### src/rtl/branch_predictor_if.sv
// IF/EX-facing bundle of the branch predictor: lookup, resolve-update, clear and perf counters.
// The slave modport is the predictor; the master is the datapath driving it.
interface branch_predictor_if #(
  parameter int unsigned ADDR_W = 32
);
  // IF-stage lookup
  logic [ADDR_W-1:0] lookup_pc;
  logic              pred_hit;
  logic              pred_taken;
  logic [ADDR_W-1:0] pred_next_pc;

  // EX-stage resolved outcome
  logic              upd_en;
  logic [ADDR_W-1:0] upd_pc;
  logic              upd_taken;
  logic [ADDR_W-1:0] upd_target;
  logic              upd_pred_taken;
  logic [ADDR_W-1:0] upd_pred_pc;
  logic              clear;
  logic              mispredict;

  // Performance counters
  logic [31:0]       branch_cnt;
  logic [31:0]       mispredict_cnt;

  modport master (
    output lookup_pc,
    input  pred_hit,
    input  pred_taken,
    input  pred_next_pc,
    output upd_en,
    output upd_pc,
    output upd_taken,
    output upd_target,
    output upd_pred_taken,
    output upd_pred_pc,
    output clear,
    input  mispredict,
    input  branch_cnt,
    input  mispredict_cnt
  );

  modport slave (
    input  lookup_pc,
    output pred_hit,
    output pred_taken,
    output pred_next_pc,
    input  upd_en,
    input  upd_pc,
    input  upd_taken,
    input  upd_target,
    input  upd_pred_taken,
    input  upd_pred_pc,
    input  clear,
    output mispredict,
    output branch_cnt,
    output mispredict_cnt
  );
endinterface

### src/rtl/branch_predictor.sv
// Direct-mapped branch target buffer with per-entry saturating direction counters.
// Lookup is combinational for IF; EX writes resolved outcomes back on the clock edge.
module branch_predictor #(
  parameter int unsigned ENTRIES  = 16,
  parameter int unsigned CTR_BITS = 2,
  parameter int unsigned ADDR_W   = 32
) (
  input logic               CLK,
  input logic               nRST,
  branch_predictor_if.slave bus
);

  localparam int unsigned IDX_W = $clog2(ENTRIES);
  localparam int unsigned TAG_W = ADDR_W - IDX_W - 2;

  // Weakly not-taken on reset/clear, weakly taken on allocation.
  localparam logic [CTR_BITS-1:0] CtrInit  = CTR_BITS'((1 << (CTR_BITS - 1)) - 1);
  localparam logic [CTR_BITS-1:0] CtrAlloc = CTR_BITS'(1 << (CTR_BITS - 1));
  localparam logic [CTR_BITS-1:0] CtrMax   = {CTR_BITS{1'b1}};
  localparam logic [CTR_BITS-1:0] CtrMin   = '0;
  localparam logic [CTR_BITS-1:0] CtrOne   = CTR_BITS'(1);

  // Table storage
  logic [ENTRIES-1:0]  valid_q, valid_d;
  logic [TAG_W-1:0]    tag_q    [ENTRIES];
  logic [TAG_W-1:0]    tag_d    [ENTRIES];
  logic [ADDR_W-1:0]   target_q [ENTRIES];
  logic [ADDR_W-1:0]   target_d [ENTRIES];
  logic [CTR_BITS-1:0] ctr_q    [ENTRIES];
  logic [CTR_BITS-1:0] ctr_d    [ENTRIES];

  logic [31:0] branch_cnt_q, branch_cnt_d;
  logic [31:0] mispredict_cnt_q, mispredict_cnt_d;

  // Address decode
  logic [IDX_W-1:0] lookup_idx;
  logic [TAG_W-1:0] lookup_tag;
  logic [IDX_W-1:0] upd_idx;
  logic [TAG_W-1:0] upd_tag;
  logic             upd_hit;
  logic             mispredict;

  assign lookup_idx = bus.lookup_pc[IDX_W+1:2];
  assign lookup_tag = bus.lookup_pc[ADDR_W-1:IDX_W+2];
  assign upd_idx    = bus.upd_pc[IDX_W+1:2];
  assign upd_tag    = bus.upd_pc[ADDR_W-1:IDX_W+2];

  // Word-aligned PCs: the byte offset never reaches the table.
  logic unused_pc_lsbs;
  assign unused_pc_lsbs = ^{bus.lookup_pc[1:0], bus.upd_pc[1:0]};

  // ---------------------------------------------------------------------------
  // Lookup: reads only registered state, so a same-cycle update is not bypassed.
  // ---------------------------------------------------------------------------
  always_comb begin
    bus.pred_hit     = valid_q[lookup_idx] && (tag_q[lookup_idx] == lookup_tag);
    bus.pred_taken   = bus.pred_hit && ctr_q[lookup_idx][CTR_BITS-1];
    bus.pred_next_pc = bus.pred_taken ? target_q[lookup_idx]
                                      : bus.lookup_pc + ADDR_W'(4);
  end

  // ---------------------------------------------------------------------------
  // Mispredict: wrong direction, or taken to a different target than predicted.
  // ---------------------------------------------------------------------------
  always_comb begin
    mispredict = bus.upd_en &&
                 ((bus.upd_pred_taken != bus.upd_taken) ||
                  (bus.upd_taken && (bus.upd_pred_pc != bus.upd_target)));
  end

  assign bus.mispredict = mispredict;

  // ---------------------------------------------------------------------------
  // Table next state
  // ---------------------------------------------------------------------------
  assign upd_hit = valid_q[upd_idx] && (tag_q[upd_idx] == upd_tag);

  always_comb begin
    valid_d  = valid_q;
    tag_d    = tag_q;
    target_d = target_q;
    ctr_d    = ctr_q;

    if (bus.clear) begin
      // Clear wins over any update arriving in the same cycle.
      for (int i = 0; i < ENTRIES; i++) begin
        valid_d[i] = 1'b0;
        ctr_d[i]   = CtrInit;
      end
    end else if (bus.upd_en) begin
      if (upd_hit) begin
        if (bus.upd_taken) begin
          target_d[upd_idx] = bus.upd_target;
          if (ctr_q[upd_idx] != CtrMax) begin
            ctr_d[upd_idx] = ctr_q[upd_idx] + CtrOne;
          end
        end else if (ctr_q[upd_idx] != CtrMin) begin
          ctr_d[upd_idx] = ctr_q[upd_idx] - CtrOne;
        end
      end else if (bus.upd_taken) begin
        // Taken miss allocates, evicting any aliasing entry at this index.
        valid_d[upd_idx]  = 1'b1;
        tag_d[upd_idx]    = upd_tag;
        target_d[upd_idx] = bus.upd_target;
        ctr_d[upd_idx]    = CtrAlloc;
      end
    end
  end

  // ---------------------------------------------------------------------------
  // Performance counters: saturate at all-ones, unaffected by clear.
  // ---------------------------------------------------------------------------
  always_comb begin
    branch_cnt_d     = branch_cnt_q;
    mispredict_cnt_d = mispredict_cnt_q;
    if (bus.upd_en && (branch_cnt_q != '1)) begin
      branch_cnt_d = branch_cnt_q + 32'd1;
    end
    if (mispredict && (mispredict_cnt_q != '1)) begin
      mispredict_cnt_d = mispredict_cnt_q + 32'd1;
    end
  end

  assign bus.branch_cnt     = branch_cnt_q;
  assign bus.mispredict_cnt = mispredict_cnt_q;

  // ---------------------------------------------------------------------------
  // State registers
  // ---------------------------------------------------------------------------
  always_ff @(posedge CLK or negedge nRST) begin
    if (!nRST) begin
      valid_q <= '0;
      for (int i = 0; i < ENTRIES; i++) begin
        tag_q[i]    <= '0;
        target_q[i] <= '0;
        ctr_q[i]    <= CtrInit;
      end
    end else begin
      valid_q <= valid_d;
      for (int i = 0; i < ENTRIES; i++) begin
        tag_q[i]    <= tag_d[i];
        target_q[i] <= target_d[i];
        ctr_q[i]    <= ctr_d[i];
      end
    end
  end

  always_ff @(posedge CLK or negedge nRST) begin
    if (!nRST) begin
      branch_cnt_q     <= '0;
      mispredict_cnt_q <= '0;
    end else begin
      branch_cnt_q     <= branch_cnt_d;
      mispredict_cnt_q <= mispredict_cnt_d;
    end
  end

endmodule

### src/flat_wrapper.sv
// flat-port wrapper written by rule: the top's interface ports become plain ports
module branch_predictor_flat 
#(
  parameter int unsigned ENTRIES  = 16,
  parameter int unsigned CTR_BITS = 2,
  parameter int unsigned ADDR_W   = 32
)
  (CLK, nRST, bus_lookup_pc, bus_pred_hit, bus_pred_taken, bus_pred_next_pc, bus_upd_en, bus_upd_pc, bus_upd_taken, bus_upd_target, bus_upd_pred_taken, bus_upd_pred_pc, bus_clear, bus_mispredict, bus_branch_cnt, bus_mispredict_cnt);
  branch_predictor_if #(.ADDR_W(ADDR_W)) bus_i ();
  input logic CLK;
  input logic nRST;
  input wire logic [$bits(bus_i.lookup_pc)-1:0] bus_lookup_pc;
  output wire logic [$bits(bus_i.pred_hit)-1:0] bus_pred_hit;
  output wire logic [$bits(bus_i.pred_taken)-1:0] bus_pred_taken;
  output wire logic [$bits(bus_i.pred_next_pc)-1:0] bus_pred_next_pc;
  input wire logic [$bits(bus_i.upd_en)-1:0] bus_upd_en;
  input wire logic [$bits(bus_i.upd_pc)-1:0] bus_upd_pc;
  input wire logic [$bits(bus_i.upd_taken)-1:0] bus_upd_taken;
  input wire logic [$bits(bus_i.upd_target)-1:0] bus_upd_target;
  input wire logic [$bits(bus_i.upd_pred_taken)-1:0] bus_upd_pred_taken;
  input wire logic [$bits(bus_i.upd_pred_pc)-1:0] bus_upd_pred_pc;
  input wire logic [$bits(bus_i.clear)-1:0] bus_clear;
  output wire logic [$bits(bus_i.mispredict)-1:0] bus_mispredict;
  output wire logic [$bits(bus_i.branch_cnt)-1:0] bus_branch_cnt;
  output wire logic [$bits(bus_i.mispredict_cnt)-1:0] bus_mispredict_cnt;
  assign bus_i.lookup_pc = bus_lookup_pc;
  assign bus_pred_hit = bus_i.pred_hit;
  assign bus_pred_taken = bus_i.pred_taken;
  assign bus_pred_next_pc = bus_i.pred_next_pc;
  assign bus_i.upd_en = bus_upd_en;
  assign bus_i.upd_pc = bus_upd_pc;
  assign bus_i.upd_taken = bus_upd_taken;
  assign bus_i.upd_target = bus_upd_target;
  assign bus_i.upd_pred_taken = bus_upd_pred_taken;
  assign bus_i.upd_pred_pc = bus_upd_pred_pc;
  assign bus_i.clear = bus_clear;
  assign bus_mispredict = bus_i.mispredict;
  assign bus_branch_cnt = bus_i.branch_cnt;
  assign bus_mispredict_cnt = bus_i.mispredict_cnt;
  branch_predictor #(.ENTRIES(ENTRIES), .CTR_BITS(CTR_BITS), .ADDR_W(ADDR_W)) u_core (.CLK(CLK), .nRST(nRST), .bus(bus_i));
endmodule
### config.mk
export PLATFORM = sky130hd
export DESIGN_NAME = branch_predictor_flat
export DESIGN_NICKNAME = d
export VERILOG_FILES = /design/src/rtl/branch_predictor_if.sv /design/src/rtl/branch_predictor.sv /design/src/flat_wrapper.sv
export SDC_FILE = /design/constraint.sdc
export NUM_CORES = 2
export LEC_CHECK = 0
export ABC_CLOCK_PERIOD_IN_PS = 12200
export CORE_MARGIN = 5
export CORE_UTILIZATION = 50
export DETAILED_ROUTE_END_ITERATION = 10
export PLACE_DENSITY = 0.68
export SLEW_MARGIN = 40
export SYNTH_ARGS = -nofsm -noshare
export SYNTH_HDL_FRONTEND = slang
export SYNTH_SLANG_ARGS = --single-unit
### constraint.sdc
create_clock -name CLK -period 12.2 [get_ports CLK]
set_input_delay 2.44 -clock CLK [delete_from_list [all_inputs] [get_ports CLK]]
set_output_delay 2.44 -clock CLK [all_outputs]
set_load 0.1 [all_outputs]
==> impl_metrics.ini <==
; implementation run metrics
[power]
power_frac_seq = 0.451
leakagePower_nw = 27.1
power_density_nw_per_um2 = 154
maxPowerGroup = sequential cells
p_comb_frac = 0.174
combinationalPower_w = 0.00160
power.share.clock = 0.376
ir_worst_vdd_uv = 122
p_sw_frac = 0.275
seq_power_w = 0.00416

[yosys]
synthTopCellsByCount = 1024 x dfrtp_1, 840 x mux2_2, 367 x mux4_2
avgSynthCellArea_um2 = 14.7
synth_seq_share = 0.487
synth-edff-count = 0
synth_stat.cells = 3629
top_logic_kind = multiplexers
most_common_cell = dfrtp_1
topCellsByArea = dfrtp_1 48%, mux2_2 18%, mux4_2 15%
xor_share = 0.0292
synth_cells = 3629
yosysUniqueCellTypes = 75

[clock_network]
clkTransAtPathRegs_ps = 60
h-tree-depth = 3
cts_tree = yes
cts.sinks = 1040
cts_inserted_buffers = 114
holdBufCountCts = 0
cts_max_path_buffers = 3
cts_resized = 0

[grt]
grt_max_degree = 160
grt_pass1_vias = 33800
grt_pass1_wl_um = 227000
overflow = 0

[layout]
syn_to_final_growth_pct = 12.4
largest_class = registers
num-fill-cells = 8548
logic_area_um2 = 25800
drive_above_1_share = 0.434
final-nonclk-buf-share = 0.0422
logic_gates = 2231
seq-cell-share = 0.434
diodes = 5

[sta]
final.setup.worst_slack_ps = 2830
period_used_share = 0.768
fmax_mhz = 107
finalClockSkew_ps = 54.0
fin_crit_ps = 9370
slew_headroom = 0.388
finalHoldViolCount = 0
final-setup-viol-count = 0

[detailed_routing]
top_layer = met5
wl_met3_um = 11100
final_antenna_net_count = 0
post-route-drc-count = 0
met1Wirelength_um = 65400
firstDrtPassIters = 5
met2WireLength_um = 70900

[flow_run]
maxCapViolCount = 0

[placement]
dp_slack_ps = 2750
port-buffer-count = 230
hpwl_um = 91100
postPlaceCellArea_um2 = 56200

[floorplan]
die_y_um = 337
die_w_um = 337
die_area_um2 = 114000
rows = 120

[critical_path]
critPathKind = in -> out
arrival_ps = 6930
required_ps = 9760
rrSetupSlack_ps = 6450
crit_path_start_kind = input port
cp_num_buf_inv = 5
cp_cell_sequence = buf_8, buf_16, buf_4, mux4_2, nor2b_1, a211oi_1, a21oi_1, xor2_1, nor4_1, nand4_1, nor4_4, buf_4, mux2_4, buf_2
end_kind = output pin
cpMostUsedCell = buf_4

[run_status]
outcome = complete, no violations
[registers in the layout, indices dropped and copies added (netlist names)]
register / cells
u_core.bus.mispredict_cnt: 32
u_core.valid_q: 16
u_core.ctr_q: 32
u_core.bus.branch_cnt: 32
u_core.tag_q: 416
u_core.target_q: 512
[final timing paths]
| kind | endpoint | cells past startpoint | from |
|---|---|---|---|
| setup / recovery | bus_pred_next_pc[7] | 14 | bus_lookup_pc[2] |
| hold / removal | u_core.bus.mispredict_cnt[12] | 1 | u_core.bus.mispredict_cnt[12] |
| setup reg to reg | u_core.tag_q[308] | 10 | u_core.tag_q[214] |
| hold reg to reg | u_core.bus.mispredict_cnt[12] | 1 | u_core.bus.mispredict_cnt[12] |
| max in group asynchronous | u_core.tag_q[2] | 5 | nRST |
| min in group asynchronous | u_core.target_q[174] | 1 | nRST |
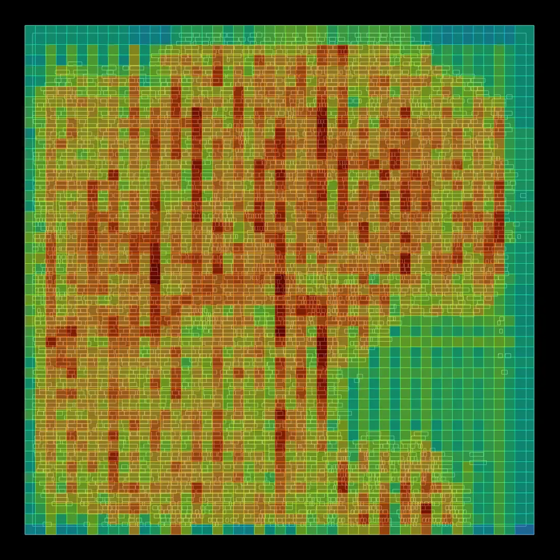
*Routing congestion map*
WL per Instance: 28.9 µm
grt peak-use layer: met2
grt met3 use: 0.0518
GRT Util Overall: 0.268
M2 GR Usage: 0.418

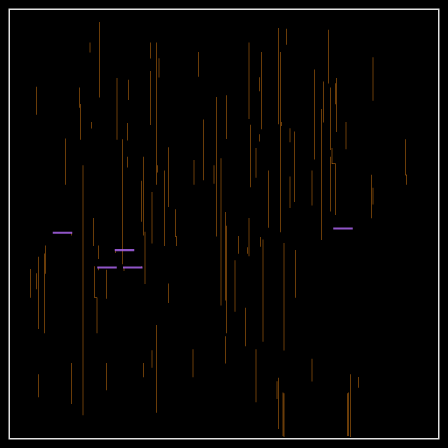
*Signal wires by layer*
Two of the layers only.
| layer | colour | wire length |
|---|---|---|
| M4 | orange | 3900 µm |
| M5 | purple | 69.0 µm |
total number of vias: 32.9k
WL final: 151000 µm

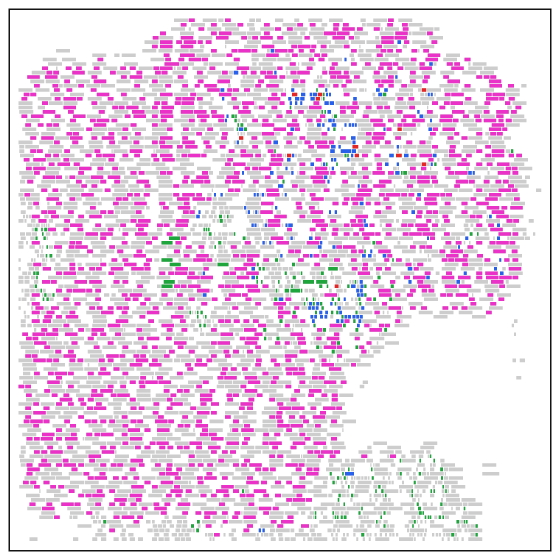
*Selected gate families*
| family | colour | cells |
|---|---|---|
| non-inverting ao/oa cells | red | 12 |
| mux cells | magenta | 1451 |
| aoi and oai cells | blue | 179 |
| nand cells | green | 207 |
multi-input combinational area share: 0.429
Final Non-Filler Cells: 5232

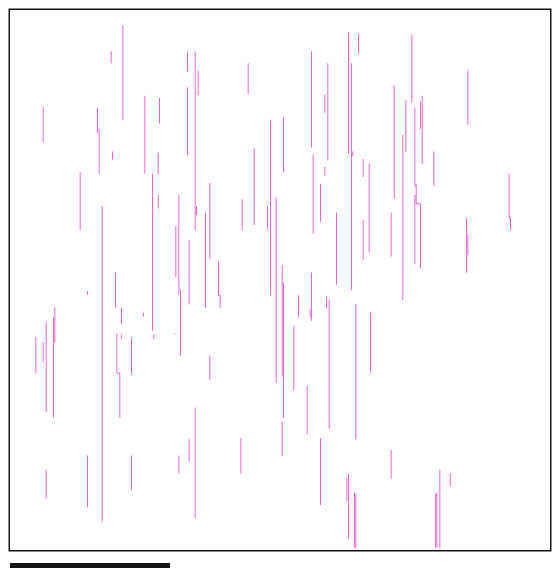
*Metal 4*
Bar = 100 µm.
longest straight run: 197 µm
main direction: vertical
wire length on this layer: 3900 µm
nets with wire on the layer: 60

